**src/rtl/reg_file_if.sv**
```systemverilog
// Register-file access bus.
// Groups the write port, the two read ports and the debug write counter so
// that a CPU datapath (master) and the register file (slave) share one bundle.
//   regWrite   - write enable
//   writeReg   - destination register index
//   writeData  - data to store
//   readReg1/2 - read port indices
//   readData1/2- read port data (driven by the register file)
//   writeCount - committed writes since reset (driven by the register file)
interface reg_file_if #(
  parameter int WIDTH  = 32,
  parameter int ADDR_W = 5
);
  logic              regWrite;
  logic [ADDR_W-1:0] writeReg;
  logic [WIDTH-1:0]  writeData;
  logic [ADDR_W-1:0] readReg1;
  logic [ADDR_W-1:0] readReg2;
  logic [WIDTH-1:0]  readData1;
  logic [WIDTH-1:0]  readData2;
  logic [15:0]       writeCount;

  modport master (
    output regWrite, writeReg, writeData, readReg1, readReg2,
    input  readData1, readData2, writeCount
  );

  modport slave (
    input  regWrite, writeReg, writeData, readReg1, readReg2,
    output readData1, readData2, writeCount
  );
endinterface

```
**src/rtl/reg_file.sv**
```systemverilog
// Two-read / one-write register file with a hard-wired zero register.
// Reads are combinational and forward a same-cycle write so a pipeline can
// consume a value in the cycle it is produced.
//   clk   - rising-edge clock for all state
//   reset - asynchronous, active-high; clears every register and the counter
//   bus   - reg_file_if slave modport (write port, two read ports, writeCount)
module reg_file #(
  parameter int WIDTH  = 32,
  parameter int ADDR_W = 5
) (
  input  logic     clk,
  input  logic     reset,
  reg_file_if.slave bus
);
  localparam int NREGS = 2 ** ADDR_W;

  logic [WIDTH-1:0] regs [NREGS];
  logic [15:0]      writeCount;
  logic             commit;
  logic             bypassEn;

  // A write only takes effect for a non-zero destination; register 0 is
  // never stored into and the counter ignores discarded writes.
  assign commit = bus.regWrite && (bus.writeReg != '0);

  // Forwarding is suppressed during reset so both ports read zero then.
  assign bypassEn = commit && !reset;

  // Storage and the committed-write counter. The counter wraps naturally.
  always_ff @(posedge clk or posedge reset) begin
    if (reset) begin
      for (int i = 0; i < NREGS; i++) begin
        regs[i] <= '0;
      end
      writeCount <= '0;
    end else if (commit) begin
      regs[bus.writeReg] <= bus.writeData;
      writeCount         <= writeCount + 16'd1;
    end
  end

  // Read port 1: zero register first, then same-cycle forwarding, then storage.
  always_comb begin
    bus.readData1 = '0;
    if (bus.readReg1 == '0) begin
      bus.readData1 = '0;
    end else if (bypassEn && (bus.readReg1 == bus.writeReg)) begin
      bus.readData1 = bus.writeData;
    end else begin
      bus.readData1 = regs[bus.readReg1];
    end
  end

  // Read port 2: same priority as port 1, evaluated independently.
  always_comb begin
    bus.readData2 = '0;
    if (bus.readReg2 == '0) begin
      bus.readData2 = '0;
    end else if (bypassEn && (bus.readReg2 == bus.writeReg)) begin
      bus.readData2 = bus.writeData;
    end else begin
      bus.readData2 = regs[bus.readReg2];
    end
  end

  assign bus.writeCount = writeCount;
endmodule

```
**src/flat_wrapper.sv**
```systemverilog
// flat-port wrapper written by rule: the top's interface ports become plain ports
module reg_file_flat 
#(
  parameter int WIDTH  = 32,
  parameter int ADDR_W = 5
)
  (clk, reset, bus_regWrite, bus_writeReg, bus_writeData, bus_readReg1, bus_readReg2, bus_readData1, bus_readData2, bus_writeCount);
  reg_file_if #(.WIDTH(WIDTH), .ADDR_W(ADDR_W)) bus_i ();
  input  logic clk;
  input  logic reset;
  input wire logic [$bits(bus_i.regWrite)-1:0] bus_regWrite;
  input wire logic [$bits(bus_i.writeReg)-1:0] bus_writeReg;
  input wire logic [$bits(bus_i.writeData)-1:0] bus_writeData;
  input wire logic [$bits(bus_i.readReg1)-1:0] bus_readReg1;
  input wire logic [$bits(bus_i.readReg2)-1:0] bus_readReg2;
  output wire logic [$bits(bus_i.readData1)-1:0] bus_readData1;
  output wire logic [$bits(bus_i.readData2)-1:0] bus_readData2;
  output wire logic [$bits(bus_i.writeCount)-1:0] bus_writeCount;
  assign bus_i.regWrite = bus_regWrite;
  assign bus_i.writeReg = bus_writeReg;
  assign bus_i.writeData = bus_writeData;
  assign bus_i.readReg1 = bus_readReg1;
  assign bus_i.readReg2 = bus_readReg2;
  assign bus_readData1 = bus_i.readData1;
  assign bus_readData2 = bus_i.readData2;
  assign bus_writeCount = bus_i.writeCount;
  reg_file #(.WIDTH(WIDTH), .ADDR_W(ADDR_W)) u_core (.clk(clk), .reset(reset), .bus(bus_i));
endmodule
```
**config.mk**
```make
export PLATFORM = sky130hd
export DESIGN_NAME = reg_file_flat
export DESIGN_NICKNAME = d
export VERILOG_FILES = /design/src/rtl/reg_file_if.sv /design/src/rtl/reg_file.sv /design/src/flat_wrapper.sv
export SDC_FILE = /design/constraint.sdc
export NUM_CORES = 2
export LEC_CHECK = 0
export CAP_MARGIN = 5
export CORE_AREA = 4 4 453 231
export CTS_BUF_LIST = sky130_fd_sc_hd__clkbuf_4
export CTS_CLUSTER_DIAMETER = 200
export DETAILED_ROUTE_END_ITERATION = 6
export DIE_AREA = 0 0 457 235
export GPL_TIMING_DRIVEN = 0
export PLACE_DENSITY_LB_ADDON = 0.05
export SYNTH_ARGS = -nofsm -noshare
export SYNTH_HDL_FRONTEND = slang
export SYNTH_SLANG_ARGS = --single-unit
export TNS_END_PERCENT = 50
```
**constraint.sdc**
```tcl
create_clock -name clk -period 50.2 [get_ports clk]
set_input_delay 12.55 -clock clk [delete_from_list [all_inputs] [get_ports clk]]
set_output_delay 12.55 -clock clk [all_outputs]
set_load 0.01 [all_outputs]
```
### Clock nets

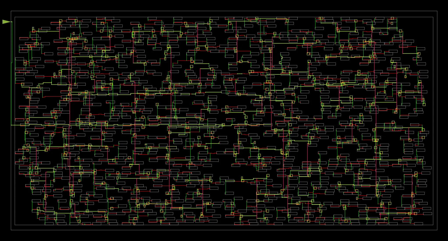
worst-case clock skew: 0.0300 ns
number of clock-tree buffers in the layout: 334
number of CTS-inserted buffers: 237
registers: 1040
power in the clock group: 0.000672 W

### Placement by cell class

Scale: 1.5 px per um.
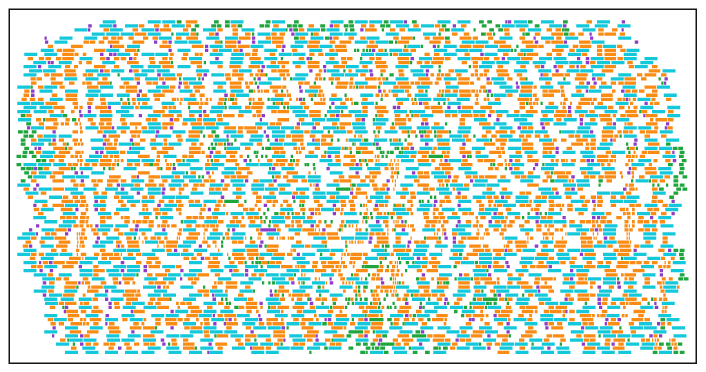
[all other logic] orange | cells: 2265
[other buffers and delay cells] green | cells: 575
[clock drivers and dummy loads] purple | cells: 412
[flip-flops] cyan | cells: 1040

==> notes.md <==
The full implementation flow was run.

The part of the power in combinational logic stands at 0.228. The remaining max-slew budget at the tightest pin stands at 0.105. STA classifies the critical path endpoint as an output port. The height of the die stands at roughly 240 um. STA reports the tightest min-delay check as being of type reg2reg.

9 antenna diodes ended up in the layout. The total design power stands at 0.00231 W. The area taken by multi-input combinational cells is reported as 0.0272 mm2.

The number of instances in the synthesized netlist stands at 3748. The flow ran to the end, and the final reports show no timing, DRC or antenna violations. Per Yosys stat, the portion of area used by sequential elements is 0.472. The internal cell power stands at 0.00161 W. The slew of the pin with the lowest slew margin stands at between 1 and 1.5 ns. The flow reported a cell area power density of 37.7 mW/mm2.

The area added between synthesis and finish stands at 10.9%. In the synthesized netlist the dominant register cell turns out to be sky130_fd_sc_hd__dfrtp_1. Switching power as a fraction of the total was reported as 0.301. Nets still carrying antenna violations after routing amount to 0. STA lists the maximum fanout along the critical path as 10. The stage-log warning count stands at 58. Hold timing on the final database bottoms out at a slack of about 0.47 ns. The number of placement rows stands at about 80. Summing over every cut layer, the via total after detailed routing is 39100. The first global-routing pass estimated around 270 mm of wire. Grouping stages by cell kind, the critical path spends the most delay in buffers and inverters. Counting distinct cell types in the post-synthesis netlist gives 48.

The starting density of the core stands at 0.551. The required time of the worst setup path stands at 37.65 ns. The part of the power in registers stands at 0.481.

Setup repair after global routing left no endpoint under its margin. The pin count of the biggest net entering global routing stands at 133. The clock power share stands at 0.291. The worst setup path is of the in2out kind. Across every metal layer, demand over resource in global routing totals 0.348.

Clock tree synthesis found a total of 1040 sinks. The leakage power stands at 26.3 nW. The simple-gate share of the synthesized area stands at 0.0199. Along the worst hold path, the cell count comes to 1.

The non-clock buffer contribution to total cell area stands at 0.0549.
### Metal 3

Scale: 1 px per um. Cells faint in the background.
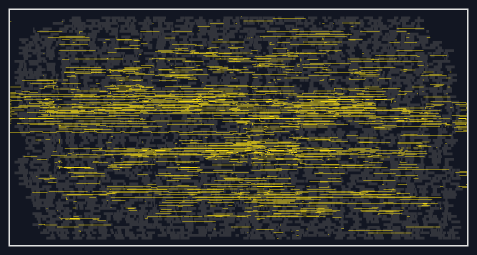
share of all routed wire: 12%
longest straight run: 177 um
main direction: horizontal
wire length on this layer: 22.0 mm
nets with wire on the layer: 632

### Signal metal coverage by tile

Scale: 1 px per um. The die is cut into 23 by 12 equal tiles; dark purple is low, yellow is high, scaled to the fullest tile. Values are wire area over tile area, all layers added.
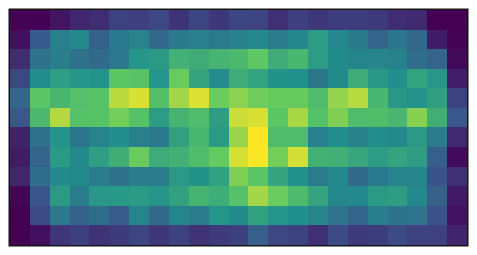
tiles over half the peak: 44%
nearly empty tiles: 2.9%
densest ninth of the die: middle
fullest tile: 0.65
mean over tiles: 0.30

==> power groups by stage <==
stage	combinational, W	sequential, W	clock (W)
after floorplan	0.000387	0.00109	0
after global placement	0.000507	0.00111	0
after detailed placement	0.000521	0.00112	0
after CTS	0.000523	0.00110	0.000680
after global routing	0.000557	0.00113	0.000720
final	0.000526	0.00111	0.000672
==> per-stage QoR <==
stage / TNS, ns / instance area [um2] / worst slack, ns / std cells
floorplan: 0 / 55100 / 8.38 / 3748
global placement: -3062.97 / 58000 / -3.03 / 5215
detailed placement: 0 / 58300 / 20.58 / 5224
CTS: 0 / 61100 / 20.58 / 5636
global route: 0 / 61100 / 20.23 / 5639
finish: 0 / 61200 / 20.36 / 5645
==> state kept, by name (all words and copies together), names as in the netlist <==
register / count
u_core.bus.writeCount: 16
u_core.regs: 1024
==> metal layers <==
metal | GRT usage | vias up | share of wire
met3 | 0.116 | 478 | 0.12
met2 | 0.484 | 2306 | 0.42
met4 | 0.147 | 0 | 0.043
met1 | 0.502 | 20800 | 0.42
met5 | 0.00176 | - | 0
li1 | - | 15500 | -
==> worst max path at each step <==
| stage | end | slack [ns] | from | cells after the start |
|---|---|---|---|---|
| 4_1_cts | bus_readData1[16] | 20.58 | bus_writeReg[4] | 8 |
| 3_3_place_gp | u_core.regs[164] | -3.03 | reset | 2 |
| 2_1_floorplan | u_core.bus.writeCount[0] | 8.38 | reset | 1 |
| 3_5_place_dp | bus_readData1[16] | 20.58 | bus_writeReg[4] | 8 |
| 6_report | bus_readData1[28] | 20.36 | bus_writeReg[4] | 8 |
| 5_1_grt | bus_readData1[28] | 20.23 | bus_writeReg[4] | 8 |
Power and IR drop assume default switching activity.
